Run 1, sizing map:
Drawn at 2 px/um.
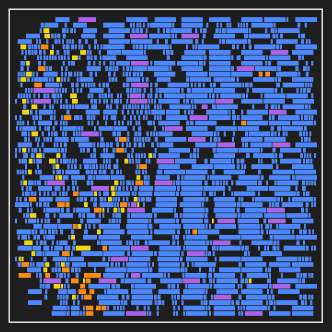
Run 1, cells coloured by class:
Drawn at 2 px/um.
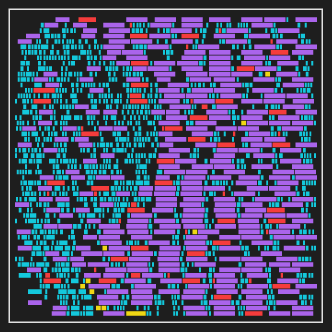
Run 1, layout detail:
Window x 26 to 51, y 104 to 129 um. Cells in grey, sequential cells in the stronger grey; small squares are vias.
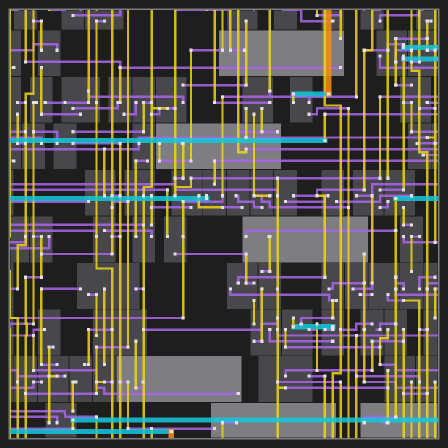
Run 1, signal wires on met1:
Drawn at 3 px/um.
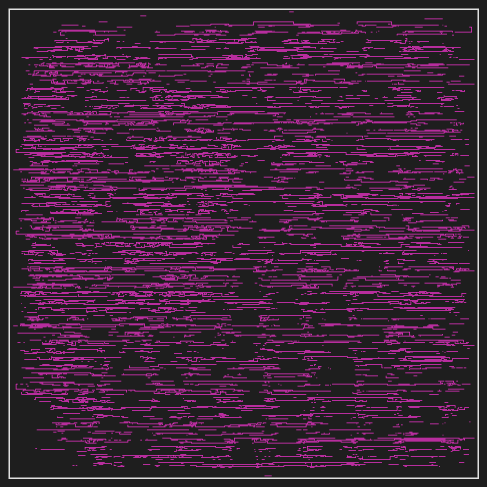
File: src/rtl/cpu_pkg.sv
// Shared CPU definitions used by the fetch unit and its helpers.
//   XLEN             : architectural address/instruction width
//   INSTR_BYTES      : bytes per instruction (PC increment)
//   RESET_PC_DEFAULT : default fetch address after reset
//   NOP_INSTR        : canonical NOP encoding (addi x0, x0, 0)
package cpu_pkg;

    localparam int unsigned XLEN             = 32;
    localparam int unsigned INSTR_BYTES      = 4;
    localparam logic [31:0] RESET_PC_DEFAULT = 32'h0000_0000;
    localparam logic [31:0] NOP_INSTR        = 32'h0000_0013;

endpackage

File: src/rtl/instr_fetch_unit_if.sv
// Instruction-memory request/response channel.
//   imem_req_valid / imem_req_addr : fetch request, held until accepted
//   imem_req_ready                 : memory accepts the request
//   imem_rsp_valid / imem_rsp_data : in-order instruction return, no backpressure
// master = fetch unit side, slave = instruction memory side.
interface instr_fetch_unit_if #(
    parameter int unsigned XLEN = cpu_pkg::XLEN
) ();

    logic            imem_req_valid;
    logic [XLEN-1:0] imem_req_addr;
    logic            imem_req_ready;
    logic            imem_rsp_valid;
    logic [XLEN-1:0] imem_rsp_data;

    modport master (
        output imem_req_valid,
        output imem_req_addr,
        input  imem_req_ready,
        input  imem_rsp_valid,
        input  imem_rsp_data
    );

    modport slave (
        input  imem_req_valid,
        input  imem_req_addr,
        output imem_req_ready,
        output imem_rsp_valid,
        output imem_rsp_data
    );

endinterface

File: src/rtl/fetch_fifo.sv
// Synchronous FIFO holding {pc, instr} pairs between fetch and decode.
//   clk, reset : clock and synchronous active-high reset
//   i_push     : write i_data (ignored when full unless popping in the same cycle)
//   i_pop      : drop the head entry (ignored when empty)
//   i_flush    : empty the FIFO; takes precedence over push and pop
//   o_data     : head entry (registered storage, no bypass from i_data)
//   o_count    : current occupancy
//   o_full     : occupancy == DEPTH
//   o_empty    : occupancy == 0
module fetch_fifo
    import cpu_pkg::*;
#(
    parameter int unsigned WIDTH = 2 * XLEN,
    parameter int unsigned DEPTH = 4,
    localparam int unsigned AW   = $clog2(DEPTH),
    localparam int unsigned CW   = $clog2(DEPTH + 1)
) (
    input  logic             clk,
    input  logic             reset,
    input  logic             i_push,
    input  logic [WIDTH-1:0] i_data,
    input  logic             i_pop,
    input  logic             i_flush,
    output logic [WIDTH-1:0] o_data,
    output logic [CW-1:0]    o_count,
    output logic             o_full,
    output logic             o_empty
);

    logic [WIDTH-1:0] r_mem [DEPTH];
    logic [AW-1:0]    r_wr_ptr;
    logic [AW-1:0]    r_rd_ptr;
    logic [CW-1:0]    r_count;
    logic             w_push;
    logic             w_pop;

    assign o_empty = (r_count == '0);
    assign o_full  = (r_count == CW'(DEPTH));
    assign w_pop   = i_pop && !o_empty;
    assign w_push  = i_push && (!o_full || w_pop);
    assign o_data  = r_mem[r_rd_ptr];
    assign o_count = r_count;

    // Pointers wrap naturally because DEPTH is a power of two.
    always_ff @(posedge clk) begin
        if (reset || i_flush) begin
            r_wr_ptr <= '0;
            r_rd_ptr <= '0;
            r_count  <= '0;
        end else begin
            if (w_push) begin
                r_wr_ptr <= r_wr_ptr + AW'(1);
            end
            if (w_pop) begin
                r_rd_ptr <= r_rd_ptr + AW'(1);
            end
            case ({w_push, w_pop})
                2'b10:   r_count <= r_count + CW'(1);
                2'b01:   r_count <= r_count - CW'(1);
                default: r_count <= r_count;
            endcase
        end
    end

    always_ff @(posedge clk) begin
        if (!reset && !i_flush && w_push) begin
            r_mem[r_wr_ptr] <= i_data;
        end
    end

endmodule

File: src/rtl/instr_fetch_unit.sv
// Instruction fetch unit: issues sequential word-aligned fetches to imem, buffers in-order
// responses as {pc, instr} for decode, and restarts on redirects while discarding in-flight work.
//   clk, reset      : clock and synchronous active-high reset
//   redirect_valid  : restart fetch at redirect_pc (bits [1:0] forced to zero)
//   redirect_pc     : new fetch address
//   imem            : request/response channel to instruction memory (master side)
//   if_valid        : fetch buffer head valid
//   if_pc/if_instr  : head PC and instruction (zero while empty)
//   if_ready        : decode consumes head
module instr_fetch_unit
    import cpu_pkg::*;
#(
    parameter int unsigned     XLEN       = cpu_pkg::XLEN,
    parameter logic [XLEN-1:0] RESET_PC   = cpu_pkg::RESET_PC_DEFAULT,
    parameter int unsigned     FIFO_DEPTH = 4,
    parameter int unsigned     MAX_OUTST  = 2
) (
    input  logic                       clk,
    input  logic                       reset,
    input  logic                       redirect_valid,
    input  logic [XLEN-1:0]            redirect_pc,
    instr_fetch_unit_if.master         imem,
    output logic                       if_valid,
    output logic [XLEN-1:0]            if_pc,
    output logic [XLEN-1:0]            if_instr,
    input  logic                       if_ready
);

    localparam int unsigned     OW      = $clog2(MAX_OUTST + 1);
    localparam int unsigned     CW      = $clog2(FIFO_DEPTH + 1);
    localparam logic [XLEN-1:0] PC_STEP = XLEN'(INSTR_BYTES);

    logic [XLEN-1:0]   r_fetch_pc;
    logic [XLEN-1:0]   r_rsp_pc;
    logic [OW-1:0]     r_outst;
    logic [OW-1:0]     r_drop;

    logic [OW-1:0]     w_live;
    logic [31:0]       w_credit;
    logic              w_issue;
    logic              w_accept;
    logic              w_push;
    logic              w_pop;
    logic [OW-1:0]     w_rsp;
    logic [2*XLEN-1:0] w_head;
    logic [CW-1:0]     w_count;
    logic              w_full;
    logic              w_empty;

    // Requests still owed to the FIFO: in flight minus those already marked for discard.
    assign w_live   = r_outst - r_drop;
    assign w_credit = 32'(w_count) + 32'(w_live);
    assign w_issue  = !reset && !redirect_valid && (32'(r_outst) < MAX_OUTST)
                      && (w_credit < FIFO_DEPTH);
    assign w_accept = w_issue && imem.imem_req_ready;
    assign w_rsp    = OW'(imem.imem_rsp_valid);
    assign w_push   = imem.imem_rsp_valid && !redirect_valid && (r_drop == '0);
    assign w_pop    = !w_empty && if_ready && !redirect_valid;

    assign imem.imem_req_valid = w_issue;
    assign imem.imem_req_addr  = r_fetch_pc;

    assign if_valid = !w_empty;
    assign if_pc    = w_empty ? '0 : w_head[2*XLEN-1:XLEN];
    assign if_instr = w_empty ? '0 : w_head[XLEN-1:0];

    always_ff @(posedge clk) begin
        if (reset) begin
            r_fetch_pc <= RESET_PC;
            r_rsp_pc   <= RESET_PC;
            r_outst    <= '0;
            r_drop     <= '0;
        end else if (redirect_valid) begin
            // Nothing issues this cycle, so every request left in flight is stale.
            r_fetch_pc <= {redirect_pc[XLEN-1:2], 2'b00};
            r_rsp_pc   <= {redirect_pc[XLEN-1:2], 2'b00};
            r_outst    <= r_outst - w_rsp;
            r_drop     <= r_outst - w_rsp;
        end else begin
            if (w_accept) begin
                r_fetch_pc <= r_fetch_pc + PC_STEP;
            end
            r_outst <= r_outst + OW'(w_accept) - w_rsp;
            if (imem.imem_rsp_valid) begin
                if (r_drop != '0) begin
                    r_drop <= r_drop - OW'(1);
                end else begin
                    r_rsp_pc <= r_rsp_pc + PC_STEP;
                end
            end
        end
    end

    fetch_fifo #(
        .WIDTH (2 * XLEN),
        .DEPTH (FIFO_DEPTH)
    ) u_fetch_fifo (
        .clk     (clk),
        .reset   (reset),
        .i_push  (w_push),
        .i_data  ({r_rsp_pc, imem.imem_rsp_data}),
        .i_pop   (w_pop),
        .i_flush (redirect_valid),
        .o_data  (w_head),
        .o_count (w_count),
        .o_full  (w_full),
        .o_empty (w_empty)
    );

    // The credit check must make a push into a full, non-draining buffer impossible.
    a_no_overflow : assert property (@(posedge clk) disable iff (reset)
        !(w_push && w_full && !w_pop));

endmodule

File: src/flat_wrapper.sv
// flat-port wrapper written by rule: the top's interface ports become plain ports
module instr_fetch_unit_flat import cpu_pkg::*;
#(
    parameter int unsigned     XLEN       = cpu_pkg::XLEN,
    parameter logic [XLEN-1:0] RESET_PC   = cpu_pkg::RESET_PC_DEFAULT,
    parameter int unsigned     FIFO_DEPTH = 4,
    parameter int unsigned     MAX_OUTST  = 2
)
  (clk, reset, redirect_valid, redirect_pc, if_valid, if_pc, if_instr, if_ready, imem_imem_req_valid, imem_imem_req_addr, imem_imem_req_ready, imem_imem_rsp_valid, imem_imem_rsp_data);
  instr_fetch_unit_if #(.XLEN(XLEN)) imem_i ();
  input  logic clk;
  input  logic reset;
  input  logic redirect_valid;
  input  logic [XLEN-1:0] redirect_pc;
  output logic if_valid;
  output logic [XLEN-1:0] if_pc;
  output logic [XLEN-1:0] if_instr;
  input  logic if_ready;
  output wire logic [$bits(imem_i.imem_req_valid)-1:0] imem_imem_req_valid;
  output wire logic [$bits(imem_i.imem_req_addr)-1:0] imem_imem_req_addr;
  input wire logic [$bits(imem_i.imem_req_ready)-1:0] imem_imem_req_ready;
  input wire logic [$bits(imem_i.imem_rsp_valid)-1:0] imem_imem_rsp_valid;
  input wire logic [$bits(imem_i.imem_rsp_data)-1:0] imem_imem_rsp_data;
  assign imem_imem_req_valid = imem_i.imem_req_valid;
  assign imem_imem_req_addr = imem_i.imem_req_addr;
  assign imem_i.imem_req_ready = imem_imem_req_ready;
  assign imem_i.imem_rsp_valid = imem_imem_rsp_valid;
  assign imem_i.imem_rsp_data = imem_imem_rsp_data;
  instr_fetch_unit #(.XLEN(XLEN), .RESET_PC(RESET_PC), .FIFO_DEPTH(FIFO_DEPTH), .MAX_OUTST(MAX_OUTST)) u_core (.clk(clk), .reset(reset), .redirect_valid(redirect_valid), .redirect_pc(redirect_pc), .imem(imem_i), .if_valid(if_valid), .if_pc(if_pc), .if_instr(if_instr), .if_ready(if_ready));
endmodule
File: config.mk
export PLATFORM = sky130hd
export DESIGN_NAME = instr_fetch_unit_flat
export DESIGN_NICKNAME = d
export VERILOG_FILES = /design/src/rtl/cpu_pkg.sv /design/src/rtl/instr_fetch_unit_if.sv /design/src/rtl/fetch_fifo.sv /design/src/rtl/instr_fetch_unit.sv /design/src/flat_wrapper.sv
export SDC_FILE = /design/constraint.sdc
export NUM_CORES = 1
export LEC_CHECK = 0
export ABC_AREA = 1
export CAP_MARGIN = 30
export CORE_MARGIN = 2
export CORE_UTILIZATION = 66
export DETAILED_ROUTE_END_ITERATION = 8
export DONT_BUFFER_PORTS = 1
export PLACE_DENSITY_LB_ADDON = 0.05
export SYNTH_ARGS = -nofsm -noshare
export SYNTH_HDL_FRONTEND = slang
export SYNTH_HIERARCHICAL = 1
export SYNTH_SLANG_ARGS = --single-unit
File: constraint.sdc
create_clock -name clk -period 16.6 [get_ports clk]
set_clock_uncertainty 0.2 [all_clocks]
set_input_delay 3.32 -clock clk [delete_from_list [all_inputs] [get_ports clk]]
set_output_delay 3.32 -clock clk [all_outputs]
set_load 0.05 [all_outputs]
==> ci_impl_report.md, run 1 <==
### Flow metrics

| Metric | Value |
|---|---|
| Final setup fails | `0` |
| Max-slew violations | `0` |
| Die Wd | `156 um` |
| DR WL met2 | `15900 um` |
| Non-clk buf share | `0.00583` |
| Vias in the first global route | `10475` |
| MI comb cells | `1020` |
| Met2 Track Usage GR | `0.465` |
| Clock-net power | `708 uW` |
| Hold Worst Slack | `0.262 ns` |
| Clock network contribution to total cell area | `0.0636` |
| Tool warnings | `31` |
| Final period util | `0.478` |
| Crit path arrival time | `4.41 ns` |
| Ratio of cells with drive above 1 in the final layout | `0.0846` |
| Dominant logic cell types in the final layout | `nor2_1, edfxtp_1, nand2_1` |
| Routability cong. | `0.915` |
| DRT iter0 DRCs | `869` |
| Setup TNS | `0 ns` |
| Post_cts resized | `0` |
| Total die size | `24300 um2` |
| Synthesis area per yosys | `15200 um2` |
| CP Max Fanout | `39` |
| Comb/total area | `0.306` |
| Routed met1 length | `14000 um` |
| Router iterations before antenna repair | `6` |
| Distinct lib cells used | `45` |
| Slew margin rel. | `0.294` |
| Nets | `1654` |
| Met3 wire len | `2560 um` |
| HPWL Detailed | `20200 um` |
| Final Hold Fails | `0` |
| Status | `complete, no violations` |
| Worst setup path end | `imem_imem_req_valid` |
| Comb pwr | `101 uW` |
| # H-tree levels | `2` |
| Power Density | `107 nW/um2` |
| Leading cell kind | `flip-flops and latches` |
| Vias/cell | `5.82` |
| First-pass GRT wire length | `52800 um` |
| Top sig layer | `met4` |
| Post-route ant nets | `0` |
| Area share, top type | `0.505` |
| CTS Sinks | `329` |
| Post-synth top area cell | `edfxtp_1` |
| Port bufs | `0` |
| ANT cells | `0` |
| Comb power frac | `0.058` |
-- 'sizing map' (at the start) --
x6 and larger: shown in purple, cells 41, most used clkbuf_16. x3 and x4: shown in orange, cells 36, most used nor2_4. x1 and smaller: shown in blue, cells 1461, most used nor2_1. x2: shown in yellow, cells 58, most used nor2_2.
final worst setup slack: 8.67 ns
final instance area: 16300 um2
Buffers excl. clock: 10
P&R area growth vs syn: 7.28%

-- 'cells coloured by class' (at the start) --
registers: shown in purple, cells 329. clock drivers and dummy loads: shown in red, cells 61. remaining buffers and delay cells: shown in yellow, cells 10. remaining logic cells: shown in cyan, cells 1196.

-- 'layout detail' (at the start) --
M3: shown in cyan. M2: shown in yellow. M4: shown in orange. M1: shown in purple.
Netlist names of flops here include u_core/imem.imem_req_addr (3), u_core/r_rsp_pc (3). Most frequent: nand2_1 (19), inv_1 (10), nand3_1 (7). Sequential cells in the window: 6. 61 logic cells have their middle in the window.

-- 'signal wires on met1' (at the start) --
The longest straight run is 41.4 um. The layer holds 42% of the routed length. The layer carries 14000 um of wire. 1540 nets have wire on it.
met1 Usage GRT: 0.357
total wire length: 33400 um
Vias: 10945

## run 1: how the worst min path moves through the flow
stage / endpoint / slack [ns] / cells after the start
finish: flip-flop / 0.26 / 1
CTS: flip-flop / 0.25 / 1
detailed placement: flip-flop / 0.24 / 1
global route: flip-flop / 0.26 / 1
floorplan: flip-flop / 0.22 / 1
global placement: flip-flop / 0.23 / 1
## run 1: cells by family (layout without fill, tap and decap cells)
family	Yosys count	after routing	share of synthesized area
other	1	10	0.000247
flip-flops	329	329	0.602
adder cells (fa/ha/maj)	13	13	0.0112
buffers and inverters	246	247	0.0740
AND/OR/NAND/NOR	673	673	0.191
AND-OR/OR-AND	304	304	0.110
XOR/XNOR	20	20	0.0115
## run 1: critical path, cell delays in order
cell	delay, ns
nor2_4	0.29
nand2_2	0.10
nor2_1	0.69
## run 1: sequential cells by signal, summed over array words and instances (netlist names), named ones only
signal / flops
u_core/u_fetch_fifo/r_mem: 256
u_core/r_rsp_pc: 30
u_core/u_fetch_fifo/o_count: 3
u_core/r_outst: 2
u_core/u_fetch_fifo/r_wr_ptr: 2
u_core/u_fetch_fifo/r_rd_ptr: 2
u_core/imem.imem_req_addr: 30
u_core/r_drop: 2
## run 1: synth_stat cells (all sizes together)
cell and instances:
nand3b 5, clkbuf 34, edfxtp 256, o31ai 1, nand2 255, nand4 11, conb 1, nor3 5
and2 1, o211ai 1, nor3b 1, inv 174, or2 2, ha 12, o22ai 65, a21oi 53
fa 1, a21boi 1, a31oi 12, dfxtp 73, clkinv 2, xor2 15, buf 36, o21bai 3
o21ai 168, nor2 323, nand3 70, xnor2 5
Run 1, congestion heat map:
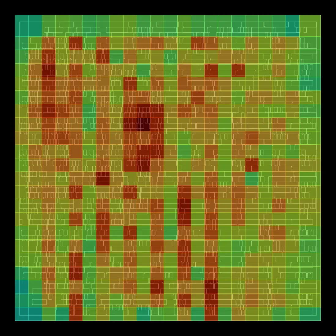

==> run 2: changes to the inputs <==
--- a/config.mk
+++ b/config.mk
@@ -8,7 +8,7 @@
 export ABC_AREA = 1
 export CAP_MARGIN = 30
 export CORE_MARGIN = 2
-export CORE_UTILIZATION = 66
+export CORE_UTILIZATION = 58
 export DETAILED_ROUTE_END_ITERATION = 8
 export DONT_BUFFER_PORTS = 1
 export PLACE_DENSITY_LB_ADDON = 0.05
==> constraint.sdc (replaced) <==
create_clock -name clk -period 7.2 [get_ports clk]
set_clock_uncertainty 0.2 [all_clocks]
set_input_delay 1.44 -clock clk [delete_from_list [all_inputs] [get_ports clk]]
set_output_delay 1.44 -clock clk [all_outputs]
set_load 0.05 [all_outputs]
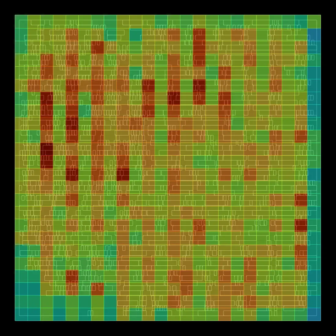
Run 2: congestion heat map
met1 Usage GRT: 0.323
met2 Track Usage GR: 0.402
met3 Usage GRT: 0.0474

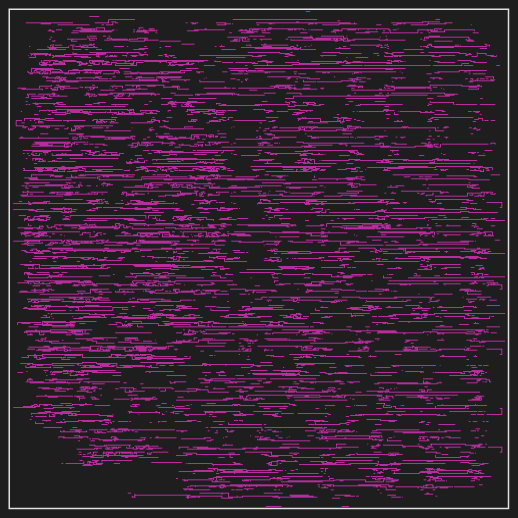
Run 2: signal wires on met1
Drawn at 3 px/um.
1552 nets have wire on it. The layer carries 14500 um of wire. The longest straight run is 50.1 um. The wires run mostly horizontal.

==> ci_impl_report.md, run 2 <==
### Flow metrics

| Metric | Value |
|---|---|
| DRT iter0 DRCs | `822 (-5.4%)` |
| Area after DPL | `15400 um2` |
| Aoi share | `0.110 (unchanged)` |
| Synthesis area per yosys | `15200 um2 (unchanged)` |
| Largest register FFs | `256 (unchanged)` |
| Post_cts resized | `0 (unchanged)` |
| And+or+nand+nor area frac | `0.191 (unchanged)` |
| Fmax | `198 MHz` |
| Top delay family on crit path | `buffers and inverters` |
| Count leader, synth | `nor2_1` |
| Area share, top type | `0.505 (unchanged)` |
| FA/HA/MAJ Cells, Area Fraction | `0.0112 (unchanged)` |
| FFs w/ async S/R, synth | `0 (unchanged)` |
| Final instance area | `16500 um2 (+0.96%)` |
| Post-synth EDFFs | `256 (unchanged)` |
| Vias | `10796 (-1.4%)` |
| XORs/XNORs by Area | `0.0115 (unchanged)` |
| # H-tree levels | `2 (unchanged)` |
| CP most frequent cell | `buf_4` |
| Total die size | `27500 um2 (+13%)` |
| CTS Sinks | `329 (unchanged)` |
| Final Hold Fails | `0 (unchanged)` |
| Worst-path cell chain | `buf_4 > inv_2 > buf_4 > o21ai_0 > o22ai_1 > inv_1 > nor2_1` |
| HPWL Detailed | `21000 um (+4.4%)` |
| Post-route ant nets | `0 (unchanged)` |
| Sequential-to-total area share from yosys stat | `0.602` |
| Max-slew violations | `0 (unchanged)` |
| Path length in cells of the critical path | `7 (+4)` |
| IO Pins | `168` |
| Hold Path Class | `reg -> reg` |
| Critical path's slowest cell | `nor2_1` |
| Reg-to-reg slack, setup | `3.03 ns` |
| Worst path buffer plus inverter count | `4 (+4)` |
| CTS tree | `done` |
| Leak Pwr | `6.05 nW` |
| Post-synth top area cell | `edfxtp_1` |
| Root Driver | `clkbuf_16` |
| Largest logic family | `simple AND/OR/NAND/NOR gates` |
| Final worst setup slack | `2.15 ns (-6.52 ns)` |
| Vias in the first global route | `10089 (-3.7%)` |
| Hold Worst Slack | `0.252 ns (-0.0105 ns)` |
| Most instantiated logic cell after routing | `nor2_1` |
| Primary FF master, synth | `edfxtp_1` |
| Synth cell count leaders | `nor2_1, edfxtp_1, nand2_1` |
| Total wire length | `33900 um (+1.5%)` |
| Final setup fails | `0 (unchanged)` |
| First-pass GRT wire length | `53300 um (+0.95%)` |
| Syn_area_per_cell | `9.59 um2` |
| Setup bufs post-CTS | `0` |
| Crit path arrival time | `3.41 ns (-1.00 ns)` |
| MUX area fraction | `0 (unchanged)` |
| Setup crit start kind | `flip-flop` |
| Power Density | `250 nW/um2 (+130%)` |
| Mapped Area | `15200 um2` |
| Final period util | `0.701` |
| Nets | `1658 (+0.24%)` |
| Die Wd | `166 um (+6.5%)` |
| Setup TNS | `0 ns (unchanged)` |
| Fp util | `0.587` |
| ANT cells | `0 (unchanged)` |
| Slew margin rel. | `0.300 (+0.00605)` |
| Routability cong. | `0.842 (-8.0%)` |
| DIE HEIGHT | `166 um` |
| Min Tclk post-route | `5.05 ns` |
| CP Max Fanout | `65 (+67%)` |
| Max incr delay on CP | `0.75 ns (+0.06 ns)` |
| Vias/cell | `5.58 (-4.2%)` |
| Worst skew pair latency | `0.51 ns` |
| Reg with most FFs | `u_core/u_fetch_fifo/r_mem` |
| Distinct lib cells used | `45 (unchanged)` |
| Ratio of cells with drive above 1 in the final layout | `0.0874 (+0.00286)` |
| Tool warnings | `31 (unchanged)` |
| Port bufs | `0 (unchanged)` |
| Dominant logic cell types in the final layout | `nor2_1, edfxtp_1, nand2_1` |
| Status | `complete, no violations` |
| Post-Syn Instances | `1586` |
| Gr ovfl total | `0` |
| Total core area | `25900 um2` |
| Worst setup path end | `if_pc[13]` |
| Router iterations before antenna repair | `5 (-1)` |
| P&R area growth vs syn | `8.31%` |
## run 2: how the worst min path moves through the flow
| stage | cells after the start | start | slack (ns) | to |
|---|---|---|---|---|
| 2_1_floorplan | 1 | u_core/u_fetch_fifo/r_rd_ptr[1]$_SDFFE_PP0N_ | 0.22 | flip-flop |
| 3_3_place_gp | 1 | u_core/u_fetch_fifo/r_rd_ptr[1]$_SDFFE_PP0N_ | 0.23 | flip-flop |
| 3_5_place_dp | 1 | u_core/u_fetch_fifo/r_rd_ptr[1]$_SDFFE_PP0N_ | 0.23 | flip-flop |
| 4_1_cts | 1 | u_core/u_fetch_fifo/r_rd_ptr[1]$_SDFFE_PP0N_ | 0.25 | flip-flop |
| 5_1_grt | 1 | u_core/u_fetch_fifo/r_rd_ptr[1]$_SDFFE_PP0N_ | 0.28 | flip-flop |
| 6_report | 1 | u_core/u_fetch_fifo/r_rd_ptr[1]$_SDFFE_PP0N_ | 0.25 | flip-flop |
## run 2: metal layers
layer  up-vias  part of all wire
met5         -           0.00038
met4         2             0.025
met3        55             0.072
met2       342              0.48
met1      5083              0.43
li1       5314                 -
## run 2: stage by stage
step / cells / power [mW]
finish: 1936 / 4.12
global route: 1936 / 4.26
CTS: 1935 / 4.15
detailed placement: 1873 / 2.44
global placement: 1871 / 2.44
floorplan: 1595 / 2.40
## run 2: final cells by class
class | instances | area [um2] | area share
clock inverter | 17 | 170 | 0.0103
sequential | 329 | 9150 | 0.556
inverter | 176 | 673 | 0.0409
tap | 335 | 419 | 0.0254
multi-input combinational | 1020 | 5000 | 0.304
clock buffer | 45 | 933 | 0.0567
timing repair buffer | 14 | 124 | 0.00752
## run 2: report_power, final
group | switching, mW | internal (mW)
Clock | 0.692 | 1.02
Combinational | 0.175 | 0.0587
Sequential | 0.0869 | 2.08
Run 2, layout detail:
Window x 29 to 54, y 112 to 137 um. Cells in grey, sequential cells in the stronger grey; small squares are vias.
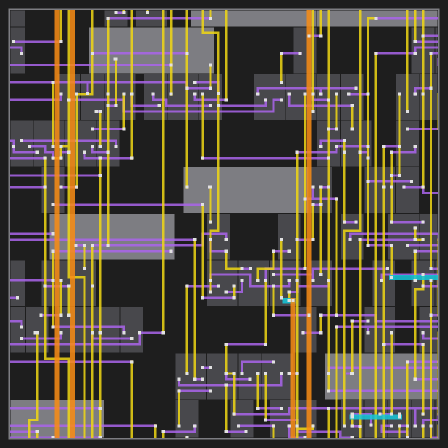

==> run 3: changes to the inputs <==
--- a/config.mk
+++ b/config.mk
@@ -8,7 +8,7 @@
 export ABC_AREA = 1
 export CAP_MARGIN = 30
 export CORE_MARGIN = 2
-export CORE_UTILIZATION = 58
+export CORE_UTILIZATION = 64
 export DETAILED_ROUTE_END_ITERATION = 8
 export DONT_BUFFER_PORTS = 1
 export PLACE_DENSITY_LB_ADDON = 0.05
==> constraint.sdc (replaced) <==
create_clock -name clk -period 4.7 [get_ports clk]
set_clock_uncertainty 0.2 [all_clocks]
set_input_delay 0.94 -clock clk [delete_from_list [all_inputs] [get_ports clk]]
set_output_delay 0.94 -clock clk [all_outputs]
set_load 0.05 [all_outputs]
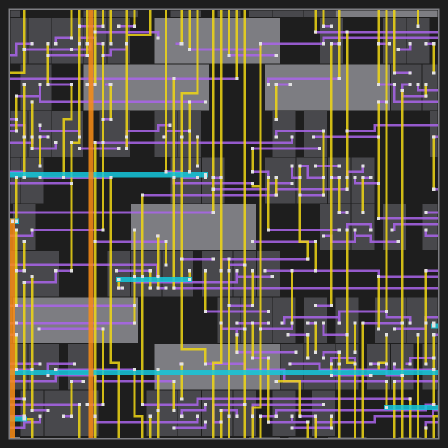
Run 3: layout detail
Window x 27 to 52, y 106 to 131 um. Cells in grey, sequential cells in the stronger grey; small squares are vias.
M2: shown in yellow. M4: shown in orange. M1: shown in purple. M3: shown in cyan.
66 logic cells have their middle in the window. Sequential cells in the window: 6. Most frequent: nand2_1 (24), nand3_1 (11), inv_1 (9). Netlist names of flops here include u_core/imem.imem_req_addr (3), u_core/r_rsp_pc (3).

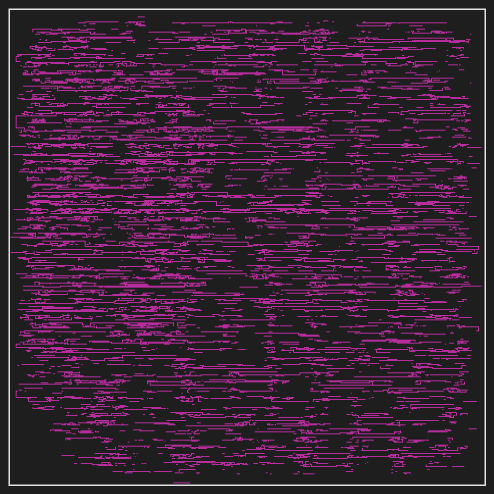
Run 3: signal wires on met1
Drawn at 3 px/um.
The wires run mostly horizontal. The longest straight run is 46.0 um. The layer holds 40% of the routed length.

==> ci_impl_report.md, run 3 <==
### Flow metrics

| Metric | Value |
|---|---|
| Final Hold Fails | `0 (unchanged)` |
| Flop area | `9150 um2 (unchanged)` |
| # H-tree levels | `2 (unchanged)` |
| Total wire length | `34000 um (+0.43%)` |
| Mapped Area | `15200 um2 (unchanged)` |
| HPWL Detailed | `20700 um (-1.4%)` |
| Distinct lib cells used | `45 (unchanged)` |
| Total die size | `25000 um2 (-9.2%)` |
| Syn_area_per_cell | `9.59 um2 (unchanged)` |
| Root Driver | `clkbuf_16` |
| Worst-path cell chain | `inv_4 > buf_4 > nor2_1 > o22ai_1 > inv_1 > nor2_1 > buf_4` |
| Status | `complete, no violations` |
| Sequential-to-total area share from yosys stat | `0.602 (unchanged)` |
| Non-CTS inverters | `176 (unchanged)` |
| FFs w/ async S/R, synth | `0 (unchanged)` |
| Worst skew pair latency | `0.50 ns (about the same)` |
| Setup crit start kind | `flip-flop` |
| Slew margin rel. | `0.410 (+0.110)` |
| Cells after DPL | `1921 (+2.6%)` |
| DIE HEIGHT | `158 um (-4.7%)` |
| Vias/cell | `5.62 (+0.84%)` |
| Final worst setup slack | `0.584 ns (-1.57 ns)` |
| Routability cong. | `0.863 (+2.6%)` |
| Gr ovfl total | `0 (unchanged)` |
| CTS Sinks | `329 (unchanged)` |
| Leading cell kind | `flip-flops and latches` |
| Power Density | `369 nW/um2 (+48%)` |
| Count leader, synth | `nor2_1` |
| Total core area | `23400 um2 (-9.7%)` |
| Dominant logic cell types in the final layout | `nor2_1, edfxtp_1, nand2_1` |
| Sequential share of cell area | `0.543 (-0.0131)` |
| Final period util | `0.876` |
| CP Max Fanout | `72 (+11%)` |
| Post-Syn Instances | `1586 (unchanged)` |
| Most instantiated logic cell after routing | `nor2_1` |
| Die Wd | `158 um (-4.7%)` |
| Vias in the first global route | `10509 (+4.2%)` |
| ANT cells | `0 (unchanged)` |
| Synth cell count leaders | `nor2_1, edfxtp_1, nand2_1` |
| Largest register FFs | `256 (unchanged)` |
| Hold Worst Slack | `0.241 ns (-0.0108 ns)` |
| Reg with most FFs | `u_core/u_fetch_fifo/r_mem` |
| Post_cts resized | `0 (unchanged)` |
| Worst path buffer plus inverter count | `4 (unchanged)` |
| Clock network contribution to total cell area | `0.0610 (-0.00596)` |
| Post-synth EDFFs | `256 (unchanged)` |
-- run 3: logic make-up (layout without fill, tap and decap cells) --
logic type      count (synthesis)  count (layout)  share of synthesized area
simple gates                  673             673                      0.191
compound gates                304             304                      0.110
fa+ha+maj                      13              13                     0.0112
buf+inv                       246             312                     0.0740
other cells                     1              10                   0.000247
flops                         329             329                      0.602
xor+xnor                       20              20                     0.0115
-- run 3: layer usage --
| layer | share of wire | global-route usage | vias to the layer above |
|---|---|---|---|
| met5 | 0 | 0 | - |
| met4 | 0.024 | 0.0952 | 0 |
| met3 | 0.078 | 0.0608 | 68 |
| met2 | 0.50 | 0.478 | 397 |
| met1 | 0.40 | 0.327 | 5238 |
| li1 | - | - | 5431 |
-- run 3: path summary, 6_finish.rpt --
path                                                                    from                           end  slack, ns  depth (start not counted)
worst max register to register                  u_core/r_outst[0]$_SDFF_PP0_  u_core/r_outst[1]$_SDFF_PP0_       1.40                         17
worst max-delay path                                               flip-flop                  if_instr[20]       0.58                          7
worst min register to register  u_core/u_fetch_fifo/r_rd_ptr[1]$_SDFFE_PP0N_                     flip-flop       0.24                          1
worst min-delay path            u_core/u_fetch_fifo/r_rd_ptr[1]$_SDFFE_PP0N_                     flip-flop       0.24                          1
-- run 3: worst reg2reg max path, delay by kind of cell (launching register included) --
kind	cells	cell delay [ns]
adder cells (fa/ha/maj)	4	1.07
AND/OR/NAND/NOR	6	0.89
XOR/XNOR	3	0.49
flip-flops	1	0.33
buffers and inverters	3	0.16
AND-OR/OR-AND	1	0.06
-- run 3: where the power goes --
group	switching (mW)	total, mW	leakage, nW	internal (mW)
registers	0.132	3.32	2.91	3.19
logic	0.277	0.394	2.95	0.117
clock network	1.04	2.51	0.496	1.48
total	1.44	6.23	6.36	4.79
Power and IR drop assume default switching activity.
